### src/rtl/calendar_date_counter.sv
// rtl/calendar_date_counter.sv - day/month/year counter with Gregorian leap years and button set mode
// Optional weekday counter enabled by defining CALENDAR_DAY_OF_WEEK_EN.
module calendar_date_counter #(
   parameter int YEAR_MIN   = 2000,
   parameter int YEAR_MAX   = 2099,
   parameter int RESET_YEAR = 2024
`ifdef CALENDAR_DAY_OF_WEEK_EN
   ,parameter int RESET_DOW = 0
`endif
) (
   input  logic        clk,
   input  logic        reset,
   input  logic        day_tick,
   input  logic        set_mode,
   input  logic [1:0]  field_sel,
   input  logic        inc_pulse,
   output logic [4:0]  day,
   output logic [3:0]  month,
   output logic [13:0] year,
   output logic        leap_year,
   output logic        date_valid
`ifdef CALENDAR_DAY_OF_WEEK_EN
   ,output logic [2:0] day_of_week
`endif
);

   localparam logic [13:0] YMIN   = 14'(YEAR_MIN);
   localparam logic [13:0] YMAX   = 14'(YEAR_MAX);
   localparam logic [13:0] YRESET = 14'(RESET_YEAR);

   typedef enum logic {ST_RUN, ST_SET} state_t;

   state_t      state_q, state_d;
   logic [4:0]  day_q, day_d;
   logic [3:0]  month_q, month_d;
   logic [13:0] year_q, year_d;
   logic        date_valid_q, date_valid_d;
   logic        in_set;
   logic [4:0]  cur_len, new_len;
   logic [3:0]  month_inc;
   logic [13:0] year_inc;
`ifdef CALENDAR_DAY_OF_WEEK_EN
   logic [2:0]  dow_q, dow_d, dow_inc;
`endif

   function automatic logic is_leap(input logic [13:0] y);
      return (y % 14'd4 == 14'd0) && ((y % 14'd100 != 14'd0) || (y % 14'd400 == 14'd0));
   endfunction

   function automatic logic [4:0] month_len(input logic [3:0] m, input logic leap);
      case (m)
         4'd2:                      return leap ? 5'd29 : 5'd28;
         4'd4, 4'd6, 4'd9, 4'd11:   return 5'd30;
         default:                   return 5'd31;
      endcase
   endfunction

   assign leap_year = is_leap(year_q);

   always_comb begin
      state_d      = set_mode ? ST_SET : ST_RUN;
      day_d        = day_q;
      month_d      = month_q;
      year_d       = year_q;
      date_valid_d = date_valid_q;
`ifdef CALENDAR_DAY_OF_WEEK_EN
      dow_d        = dow_q;
      dow_inc      = (dow_q == 3'd6) ? 3'd0 : dow_q + 3'd1;
`endif
      // On the edge where the state register flips, the incoming state governs
      in_set    = (state_q != state_d) ? (state_d == ST_SET) : (state_q == ST_SET);
      cur_len   = month_len(month_q, leap_year);
      month_inc = (month_q == 4'd12) ? 4'd1 : month_q + 4'd1;
      year_inc  = (year_q == YMAX) ? YMIN : year_q + 14'd1;

      if (!in_set) begin
         if (day_tick) begin
            date_valid_d = 1'b1;
`ifdef CALENDAR_DAY_OF_WEEK_EN
            dow_d = dow_inc;
`endif
            if (day_q < cur_len) begin
               day_d = day_q + 5'd1;
            end else begin
               day_d   = 5'd1;
               month_d = month_inc;
               if (month_q == 4'd12) year_d = year_inc;
            end
         end
      end else if (inc_pulse) begin
         date_valid_d = 1'b1;
         case (field_sel)
            2'd0:    day_d   = (day_q >= cur_len) ? 5'd1 : day_q + 5'd1;
            2'd1:    month_d = month_inc;
            2'd2:    year_d  = year_inc;
            default: begin
`ifdef CALENDAR_DAY_OF_WEEK_EN
               dow_d = dow_inc;
`endif
            end
         endcase
      end

      // Clamp in the same cycle so a month/year edit never exposes an illegal date
      new_len = month_len(month_d, is_leap(year_d));
      if (day_d > new_len) day_d = new_len;
   end

   always_ff @(posedge clk) begin
      if (reset) begin
         state_q      <= ST_RUN;
         day_q        <= 5'd1;
         month_q      <= 4'd1;
         year_q       <= YRESET;
         date_valid_q <= 1'b0;
`ifdef CALENDAR_DAY_OF_WEEK_EN
         dow_q        <= 3'(RESET_DOW);
`endif
      end else begin
         state_q      <= state_d;
         day_q        <= day_d;
         month_q      <= month_d;
         year_q       <= year_d;
         date_valid_q <= date_valid_d;
`ifdef CALENDAR_DAY_OF_WEEK_EN
         dow_q        <= dow_d;
`endif
      end
   end

   assign day        = day_q;
   assign month      = month_q;
   assign year       = year_q;
   assign date_valid = date_valid_q;
`ifdef CALENDAR_DAY_OF_WEEK_EN
   assign day_of_week = dow_q;
`endif

endmodule

### config.mk
export PLATFORM = sky130hd
export DESIGN_NAME = calendar_date_counter
export DESIGN_NICKNAME = d
export VERILOG_FILES = /design/src/rtl/calendar_date_counter.sv
export SDC_FILE = /design/constraint.sdc
export NUM_CORES = 1
export LEC_CHECK = 0
export ABC_AREA = 1
export CAP_MARGIN = 40
export CORE_ASPECT_RATIO = 1.1
export CORE_UTILIZATION = 41
export DETAILED_ROUTE_END_ITERATION = 16
export PLACE_DENSITY = 0.61
export SLEW_MARGIN = 5
export SYNTH_ARGS = -nofsm -noshare
export SYNTH_HDL_FRONTEND = slang
export SYNTH_SLANG_ARGS = --single-unit
### constraint.sdc
create_clock -name clk -period 19.7 [get_ports clk]
set_input_delay 1.97 -clock clk [delete_from_list [all_inputs] [get_ports clk]]
set_output_delay 1.97 -clock clk [all_outputs]
set_load 0.01 [all_outputs]
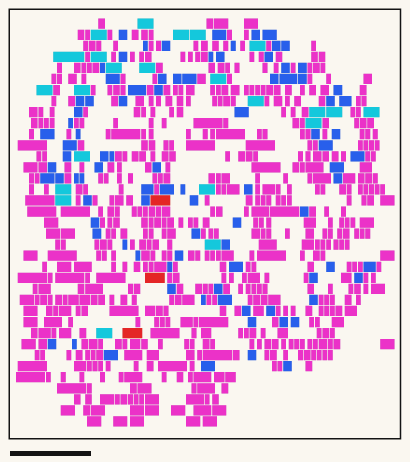
sizing.png
Bar = 20 um.
- cyan: x3 and x4 (cells 23; most used nand2_4)
- blue: x2 (cells 91; most used nand2_2)
- magenta: x1 and smaller (cells 616; most used nand2_1)
- red: x6 and larger (cells 3; most used clkbuf_8)
worst setup margin: 8116 ps
Layout area overhead: 11.62%
Buffers, non-clock: 31
post-route design area: 4447 um2

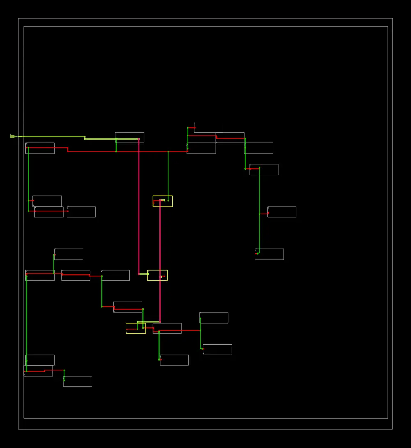
clock_nets.png
Clock Sinks: 24
TritonCTS Buffers: 3

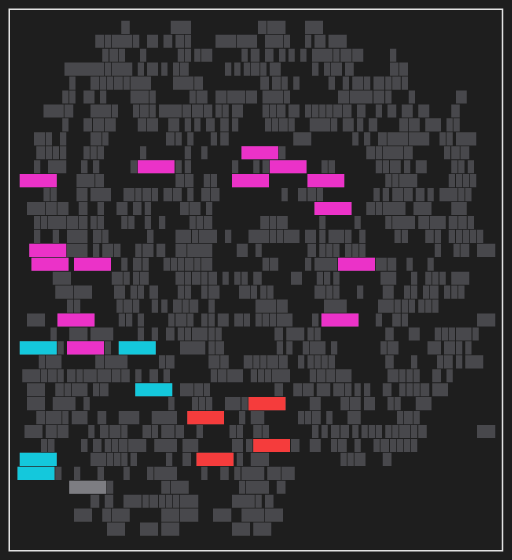
ff_map.png
Other sequential cells in the stronger grey, the rest of the logic in the fainter grey.
- cyan: day (sequential cells 5)
- red: month (sequential cells 4; where bottom centre)
- magenta: year (sequential cells 14)
register area: 480.5 um2
Util after Layout: 47.32%

-- state kept, by name, indices dropped and copies added (netlist names) --
signal,cells
day,5
date_valid,1
month,4
year,14
-- final cells by class --
type	instances	area, um2
flip-flops and latches	24	480.5
fillers	1032	4951
multi-input cells	561	3040
repair buffers	31	310.3
inverters	114	427.9
clock buffers	3	41.29
well taps	117	146.4
-- power by group through the flow --
stage          clock network (mW)  registers (mW)  logic [mW]
2_1_floorplan                   0          0.0528      0.0104
3_3_place_gp                    0          0.0527      0.0173
3_5_place_dp                    0          0.0527      0.0176
4_1_cts                    0.0319          0.0516      0.0177
5_1_grt                    0.0325          0.0517      0.0198
6_report                   0.0301          0.0515      0.0175
==> reports/summary.txt <==
Synth Net Count: 725
Global-route wire length before repair: 17070 um
Max_cap viols: 0
Final Skew: 8.764 ps
Met1 Routed Length: 4642 um
Worst ir drop on vdd: 0.02662 mV
Int Power: 0.07096 mW
Worst setup path class: flop to flop
Worst reg2reg setup slack: 8120 ps
Port buffer count: 31
Status: completed
Root Driver: clkbuf_8
R2R depth: 103
EDFF count, synth: 0
GR Util met3: 1.371%
CTS resizes: 0
Synth Warn #: 0
RePlAce Congestion: 0.8434
Leak pwr: 2.361 nW
Aoi share: 11.31%
Share of layout cells above drive strength 1: 15.96%
Synth unique cells: 41
CP startpoint: year[10]
Worst hold slack: 510.1 ps
Cells after DPL: 847
Row count: 37
Worst-margin pin slew: 852.0 ps
Top non-seq family: simple AND/OR/NAND/NOR gates
Ys cells: 705
Tmin final: 11580 ps
Hold buffers post-CTS: 0
Global route hottest layer: met2
Ys async rst share: 0%
Vias post-DR: 4289
CTS HTree Levels: 1
Max-slew headroom: 42.60%
DR vias/cell: 5.046
I/O pin cnt: 32
Seq pwr share: 52.0%
Comb pwr share: 17.7%
Met3 Wirelength: 249 um
Antenna violations before repair: 0
Pre-CTS setup slack: 8115 ps
Crit start category: flop
Critical R2R Launch: year[10]
Pins over their slew limit: 0
PD cells: 22.30 nW/um2
CP arrival: 11750 ps
Synth area leader: nand2_1
Final hold viol count: 0
Worst hold stages: 2
Share of the synthesized area in the top cell type: 18.28%
Sw Ratio: 28.44%
Grt total ovfl: 0
CTS tree: yes
Synth cell count leaders: nand2_1, inv_1, nand3_1
Worst reg2reg endpoint: day[0]
Xor+xnor area frac: 3.298%
MUX share of area: 0%
Fp util: 42.39%
Worst Hold Class: flop to flop
WP buf/inv: 7
Wire length on met2: 4693 um
Tot Pwr: 0.09916 mW
Number of global-route vias before repair: 4059
Final antenna-violating net count: 0
Clock share of power: 30.4%
WHS Endpoint: date_valid
Tool warnings: 31
Post-synth seq share: 12.06%
First DRT Iteration DRCs: 116
Top cells, area: nand2_1, dfxtp_1, inv_1
F_max: 86.33 MHz
Diodes inserted: 0
DIE AREA: 10120 um2
Mapped Avg Cell Area: 5.651 um2
Met2 Usage GRT: 36.42%
Switching power: 0.02820 mW
Power and IR drop assume default switching activity.
